$ cat config.mk
export PLATFORM = sky130hd
export DESIGN_NAME = fir_mac_datapath_flat
export DESIGN_NICKNAME = d
export VERILOG_FILES = /design/src/rtl/fir_mac_datapath_if.sv /design/src/rtl/fir_mac_datapath.sv /design/src/flat_wrapper.sv
export SDC_FILE = /design/constraint.sdc
export NUM_CORES = 2
export LEC_CHECK = 0
export CAP_MARGIN = 20
export CELL_PAD_IN_SITES_DETAIL_PLACEMENT = 1
export CELL_PAD_IN_SITES_GLOBAL_PLACEMENT = 2
export CORE_MARGIN = 2
export CORE_UTILIZATION = 43
export DETAILED_ROUTE_END_ITERATION = 7
export MAX_ROUTING_LAYER = met4
export PLACE_DENSITY = 0.8
export SLEW_MARGIN = 20
export SYNTH_ARGS = -nofsm -noshare
export SYNTH_HDL_FRONTEND = slang
export SYNTH_SLANG_ARGS = --single-unit
$ cat constraint.sdc
create_clock -name iClk -period 10.73 [get_ports iClk]
set_input_delay 2.6825 -clock iClk [delete_from_list [all_inputs] [get_ports iClk]]
set_output_delay 2.6825 -clock iClk [all_outputs]
set_load 0.05 [all_outputs]
$ cat src/rtl/fir_mac_datapath_if.sv
// fir_mac_datapath_if
// Read/write bus between the FIR control FSM, the split coefficient SRAM
// and the MAC datapath. The FSM/SRAM side drives every signal; the datapath
// only snoops them.
//   iCsn      SRAM chip select, active low
//   iWrn      SRAM write enable, low = write
//   iAddr     SRAM address presented by the FSM
//   iRdData1  bank-1 read data (coefficient k)
//   iRdData2  bank-2 read data (coefficient k+11)
interface fir_mac_datapath_if #(
  parameter int DATA_W = 16
);
  logic                     iCsn;
  logic                     iWrn;
  logic [4:0]               iAddr;
  logic signed [DATA_W-1:0] iRdData1;
  logic signed [DATA_W-1:0] iRdData2;

  modport master (output iCsn, iWrn, iAddr, iRdData1, iRdData2);
  modport slave  (input  iCsn, iWrn, iAddr, iRdData1, iRdData2);
endinterface

$ cat src/rtl/fir_mac_datapath.sv
// fir_mac_datapath
// Two-MAC datapath of the 21-tap FIR. Holds the delay line, snoops the FSM's
// SRAM read strobes (one beat = two taps x two coefficients), then sums,
// rounds, limits and registers one output per sample.
// Optional feature macro: FIR_OUT_SAT_EN (saturate the rounded result;
// when undefined the result wraps to DATA_W bits).
// Ports:
//   iClk, iRsn       clock, asynchronous active-low reset
//   iEnSample600k    sample strobe, iFirIn valid on this cycle
//   iFirIn           signed input sample
//   sram             snooped SRAM bus (slave modport)
//   iEnOut           FSM output-enable pulse
//   oFirOut          filtered sample, held until next update
//   oFirOutValid     one-cycle pulse when oFirOut updates
//   oOverrun         sticky: a pending sample was overwritten
//
// state  | meaning
// S_IDLE | waiting for the k = 0 read beat
// S_ACC  | accumulating beats k = 1..10
// S_SUM  | registering rAcc1 + rAcc2 into rSum
// S_WAIT | sum ready, waiting for iEnOut
module fir_mac_datapath #(
  parameter int DATA_W = 16,
  parameter int FRAC_W = 15
) (
  input  logic                     iClk,
  input  logic                     iRsn,
  input  logic                     iEnSample600k,
  input  logic signed [DATA_W-1:0] iFirIn,
  fir_mac_datapath_if.slave        sram,
  input  logic                     iEnOut,
  output logic signed [DATA_W-1:0] oFirOut,
  output logic                     oFirOutValid,
  output logic                     oOverrun
);
  localparam int N_TAPS = 21;
  localparam int PROD_W = 2 * DATA_W;
  localparam int ACC_W  = PROD_W + 4;
  localparam int SUM_W  = PROD_W + 5;
  localparam logic signed [SUM_W-1:0] ROUND_HALF = SUM_W'(1) <<< (FRAC_W - 1);

  typedef enum logic [1:0] {S_IDLE, S_ACC, S_SUM, S_WAIT} state_t;

  state_t                   rState;
  logic                     rBeatRd;
  logic [4:0]               rBeatAddr;
  logic                     beat;
  logic                     beatFirst;
  logic                     beatLast;
  logic                     busyNow;
  logic signed [DATA_W-1:0] rTap [N_TAPS];
  logic signed [DATA_W-1:0] rPend;
  logic                     rPendValid;
  logic                     doShift;
  logic signed [DATA_W-1:0] shiftIn;
  logic signed [DATA_W-1:0] tapA;
  logic signed [DATA_W-1:0] tapB;
  logic signed [PROD_W-1:0] prod1;
  logic signed [PROD_W-1:0] prod2;
  logic signed [ACC_W-1:0]  rAcc1;
  logic signed [ACC_W-1:0]  rAcc2;
  logic signed [SUM_W-1:0]  rSum;
  logic signed [SUM_W-1:0]  rounded;
  logic signed [DATA_W-1:0] outVal;

  // The SRAM answers one cycle after the address, so the beat is formed
  // from registered copies of the read strobe and address.
  always_ff @(posedge iClk or negedge iRsn) begin
    if (!iRsn) begin
      rBeatRd   <= 1'b0;
      rBeatAddr <= '0;
    end else begin
      rBeatRd   <= !sram.iCsn && sram.iWrn;
      rBeatAddr <= sram.iAddr;
    end
  end

  assign beat      = rBeatRd && (rBeatAddr <= 5'd10);
  assign beatFirst = beat && (rBeatAddr == 5'd0);
  assign beatLast  = beat && (rBeatAddr == 5'd10);
  // A strobe coinciding with the k = 0 beat must not disturb the taps the
  // sweep is about to read, so it counts as busy.
  assign busyNow   = (rState == S_ACC) || (rState == S_SUM) || beatFirst;

  always_comb begin
    tapA = '0;
    tapB = '0;
    for (int i = 0; i <= 10; i++) begin
      if (rBeatAddr == 5'(i)) tapA = rTap[i];
    end
    for (int i = 0; i <= 9; i++) begin
      if (rBeatAddr == 5'(i)) tapB = rTap[i + 11];
    end
  end

  assign prod1 = PROD_W'(tapA) * PROD_W'(sram.iRdData1);
  assign prod2 = PROD_W'(tapB) * PROD_W'(sram.iRdData2);

  always_ff @(posedge iClk or negedge iRsn) begin
    if (!iRsn) begin
      rAcc1 <= '0;
      rAcc2 <= '0;
    end else if (beat) begin
      if (rBeatAddr == 5'd0) begin
        rAcc1 <= ACC_W'(prod1);
        rAcc2 <= ACC_W'(prod2);
      end else begin
        rAcc1 <= rAcc1 + ACC_W'(prod1);
        if (rBeatAddr != 5'd10) rAcc2 <= rAcc2 + ACC_W'(prod2);
      end
    end
  end

  // A held sample is always older than a new strobe, so it shifts first and
  // the new one takes its place in the pending register.
  assign doShift = !busyNow && (rPendValid || iEnSample600k);
  assign shiftIn = rPendValid ? rPend : iFirIn;

  always_ff @(posedge iClk or negedge iRsn) begin
    if (!iRsn) begin
      for (int i = 0; i < N_TAPS; i++) rTap[i] <= '0;
      rPend      <= '0;
      rPendValid <= 1'b0;
      oOverrun   <= 1'b0;
    end else begin
      if (doShift) begin
        rTap[0] <= shiftIn;
        for (int i = 1; i < N_TAPS; i++) rTap[i] <= rTap[i - 1];
      end
      if (iEnSample600k && (busyNow || rPendValid)) begin
        rPend      <= iFirIn;
        rPendValid <= 1'b1;
        if (busyNow && rPendValid) oOverrun <= 1'b1;
      end else if (doShift) begin
        rPendValid <= 1'b0;
      end
    end
  end

  assign rounded = (rSum + ROUND_HALF) >>> FRAC_W;

`ifdef FIR_OUT_SAT_EN
  localparam logic signed [SUM_W-1:0] OUT_MAX = (SUM_W'(1) <<< (DATA_W - 1)) - SUM_W'(1);
  localparam logic signed [SUM_W-1:0] OUT_MIN = -(SUM_W'(1) <<< (DATA_W - 1));

  always_comb begin
    if (rounded > OUT_MAX)      outVal = OUT_MAX[DATA_W-1:0];
    else if (rounded < OUT_MIN) outVal = OUT_MIN[DATA_W-1:0];
    else                        outVal = rounded[DATA_W-1:0];
  end
`else
  logic unusedRoundHi;
  assign unusedRoundHi = ^rounded[SUM_W-1:DATA_W];
  assign outVal        = rounded[DATA_W-1:0];
`endif

  always_ff @(posedge iClk or negedge iRsn) begin
    if (!iRsn) begin
      rState       <= S_IDLE;
      rSum         <= '0;
      oFirOut      <= '0;
      oFirOutValid <= 1'b0;
    end else begin
      oFirOutValid <= 1'b0;
      case (rState)
        S_IDLE: if (beatFirst) rState <= S_ACC;
        S_ACC:  if (beatLast) rState <= S_SUM;
        S_SUM: begin
          rSum   <= SUM_W'(rAcc1) + SUM_W'(rAcc2);
          rState <= S_WAIT;
        end
        S_WAIT: begin
          if (iEnOut) begin
            oFirOut      <= outVal;
            oFirOutValid <= 1'b1;
            rState       <= S_IDLE;
          end
        end
        default: rState <= S_IDLE;
      endcase
    end
  end
endmodule
$ cat src/flat_wrapper.sv
// flat-port wrapper written by rule: the top's interface ports become plain ports
module fir_mac_datapath_flat 
#(
  parameter int DATA_W = 16,
  parameter int FRAC_W = 15
)
  (iClk, iRsn, iEnSample600k, iFirIn, iEnOut, oFirOut, oFirOutValid, oOverrun, sram_iCsn, sram_iWrn, sram_iAddr, sram_iRdData1, sram_iRdData2);
  fir_mac_datapath_if #(.DATA_W(DATA_W)) sram_i ();
  input  logic iClk;
  input  logic iRsn;
  input  logic iEnSample600k;
  input  logic signed [DATA_W-1:0] iFirIn;
  input  logic iEnOut;
  output logic signed [DATA_W-1:0] oFirOut;
  output logic oFirOutValid;
  output logic oOverrun;
  input wire logic [$bits(sram_i.iCsn)-1:0] sram_iCsn;
  input wire logic [$bits(sram_i.iWrn)-1:0] sram_iWrn;
  input wire logic [$bits(sram_i.iAddr)-1:0] sram_iAddr;
  input wire logic [$bits(sram_i.iRdData1)-1:0] sram_iRdData1;
  input wire logic [$bits(sram_i.iRdData2)-1:0] sram_iRdData2;
  assign sram_i.iCsn = sram_iCsn;
  assign sram_i.iWrn = sram_iWrn;
  assign sram_i.iAddr = sram_iAddr;
  assign sram_i.iRdData1 = sram_iRdData1;
  assign sram_i.iRdData2 = sram_iRdData2;
  fir_mac_datapath #(.DATA_W(DATA_W), .FRAC_W(FRAC_W)) u_core (.iClk(iClk), .iRsn(iRsn), .iEnSample600k(iEnSample600k), .iFirIn(iFirIn), .sram(sram_i), .iEnOut(iEnOut), .oFirOut(oFirOut), .oFirOutValid(oFirOutValid), .oOverrun(oOverrun));
endmodule
M1 wires:
Scale bar: 100 um. Supply wires on this layer in grey.
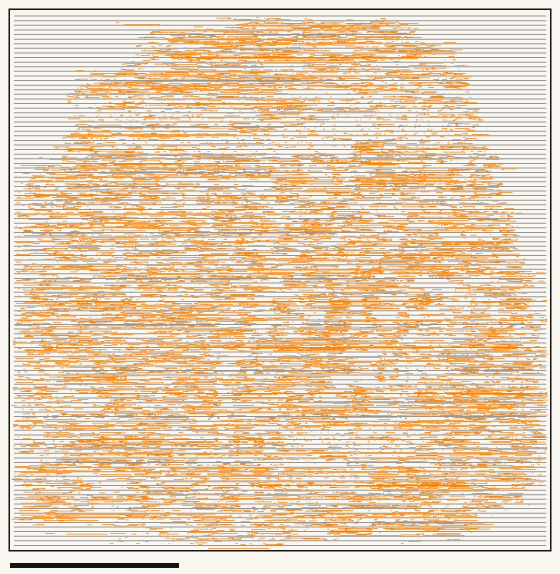
main direction: horizontal
longest straight run: 104 um
nets with wire on the layer: 4849
wire length on this layer: 52.5 mm
share of all routed wire: 45%

M2 wires:
Scale bar: 100 um.
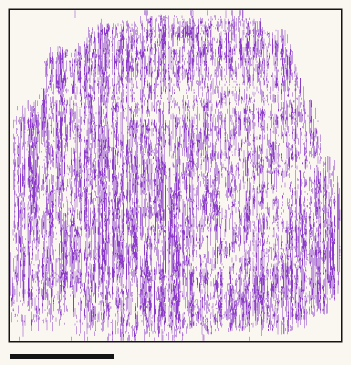
share of all routed wire: 50%
main direction: vertical
nets with wire on the layer: 4638

Met3 routing:
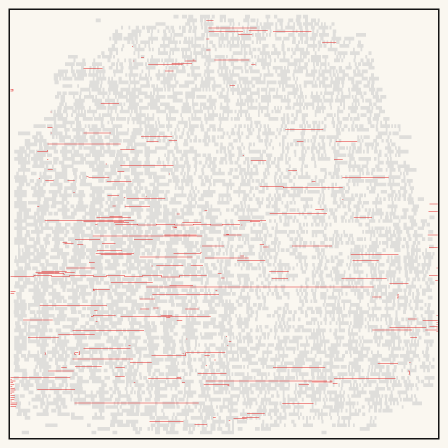
nets with wire on the layer: 151
main direction: horizontal
wire length on this layer: 3440 um
longest straight run: 170 um

==> CHANGELOG.md <==
### Implementation results

* Status: complete, no violations
* Die W at 319 um
* Multi-In Gates at 2949
* CTS buffer count at 49
* Area after DPL at 0.0460 mm^2
* Reg2reg start: u_core.rBeatAddr[3]$_DFF_PN0_
* Period Utilization, post-route at 95.2%
* Worst Tran Pin Value at 1070 ps
* Drt total wl at 117000 um
* Asr flop ratio synth at 100%
* Yosys reg bits at 458
* Synth area leader: dfrtp_1
* Minimum clock period at just over 10000 ps
* Crit path max-delay cell type: fa_1
* Clock-cell share at 3.43%
* Clock skew at 18.1 ps
* Multi-input combinational area share at 59.3%
* Final hold vios at 0
* Init Core Util at 43.4%
* Post-Syn Instances at 4195
* Antenna violations before repair at 6
* GR Overflow Total at 0
* CTS tree: done
* Root Driver: clkbuf_16
* HP Start: u_core.oOverrun$_DFFE_PN0P_
* Syn nets at 5026
Signal wires on met4:
Scale bar: 100 um. Supply wires on this layer in grey.
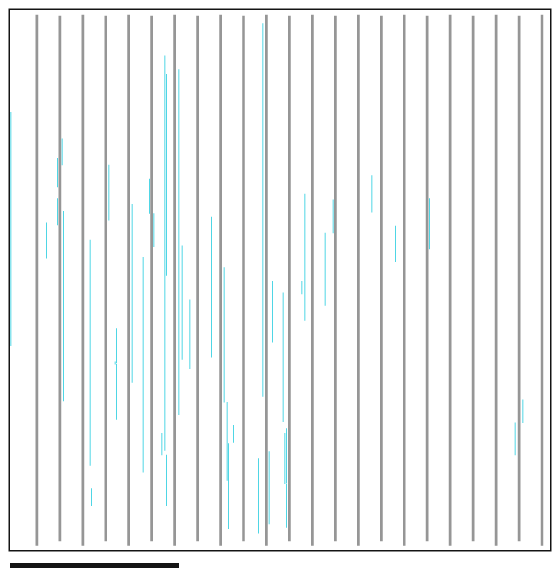
main direction: vertical
share of all routed wire: 2.2%
wire length on this layer: 2560 um

Routing congestion:
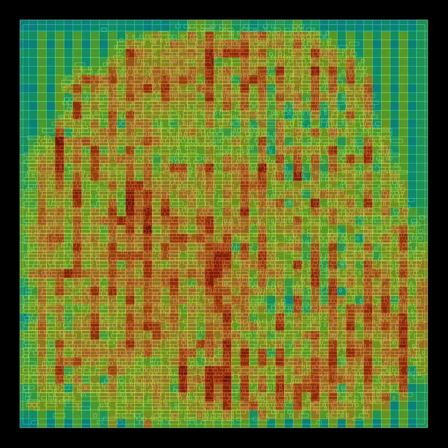
final core utilization: 48.5%
GR Util met1: 32.0%
routed wire length per instance: 20.6 um
met3 Use GR: 2.35%

==> how the worst max path moves through the flow <==
stage,start,slack (ps),depth (start not counted),to
finish,sram_iRdData2[1],510,32,u_core.rAcc2[30]$_DFFE_PN0P_
global route,u_core.rBeatAddr[4]$_DFF_PN0_,-10,37,u_core.rAcc2[30]$_DFFE_PN0P_
CTS,u_core.rBeatAddr[3]$_DFF_PN0_,400,34,u_core.rAcc1[29]$_DFFE_PN0P_
detailed placement,sram_iRdData1[1],-150,29,u_core.rAcc1[29]$_DFFE_PN0P_
global placement,sram_iRdData1[5],9,30,u_core.rAcc1[29]$_DFFE_PN0P_
floorplan,sram_iRdData2[1],830,28,u_core.rAcc2[30]$_DFFE_PN0P_
==> layout by cell type (no fill, tap or decap), types with 50 or more instances in the layout <==
master | Yosys | layout
a22oi_1 | 77 | 77
clkbuf_16 | 0 | 50
clkdlybuf4s50_1 | 0 | 73
nand2_1 | 382 | 382
a21oi_1 | 180 | 179
mux2_2 | 347 | 347
nor2_1 | 180 | 172
ha_1 | 258 | 258
and2_1 | 215 | 215
buf_4 | 0 | 190
fa_1 | 514 | 514
o21ai_0 | 80 | 79
nand3_1 | 51 | 51
dfrtp_1 | 458 | 458
xnor2_1 | 104 | 104
inv_1 | 615 | 615
a21o_1 | 54 | 54
==> through the flow <==
step           util, %  TNS [ps]  std cells  hold WS (ps)  setup slack, ps
2_1_floorplan        -         0       4195           450              828
3_3_place_gp      46.8         0       5581           460             8.65
3_5_place_dp      46.8      -245       5581           460             -151
4_1_cts           48.4         0       5671           479              395
5_1_grt           48.5     -13.3       5679           500            -13.3
6_report          48.5         0       5681           476              515
==> state kept, by name, summed over array words and instances, names as in the netlist <==
| register | cells |
|---|---|
| u_core.rSum | 17 |
| u_core.rBeatRd | 1 |
| u_core.rState | 2 |
| u_core.rPend | 16 |
| u_core.oFirOut | 16 |
| u_core.oOverrun | 1 |
| u_core.rAcc2 | 31 |
| u_core.rAcc1 | 31 |
| u_core.rBeatAddr | 5 |
| u_core.rPendValid | 1 |
| u_core.rTap | 336 |
| u_core.oFirOutValid | 1 |
==> kinds of logic after synthesis <==
logic type	Yosys count	synth area share, %
AND/OR/NAND/NOR	1031	11.7
buffers and inverters	789	7.03
adder cells (fa/ha/maj)	773	31.7
AND-OR/OR-AND	622	9.96
flip-flops	458	26.8
multiplexers	371	9.71
XOR/XNOR	151	3.10
==> worst max-delay path, delay by kind of cell <==
kind,cells,cell delay [ps]
adder cells (fa/ha/maj),8,3260
AND-OR/OR-AND,13,2830
buffers and inverters,7,1150
AND/OR/NAND/NOR,3,590
XOR/XNOR,1,160
==> layer usage <==
layer / global-route usage, % / routed length [um] / vias to the layer above
met5: - / 0 / -
met4: 5.60 / 2560 / 0
met3: 2.35 / 3440 / 105
met2: 40.6 / 58700 / 360
met1: 32.0 / 52500 / 15900
li1: - / - / 14100
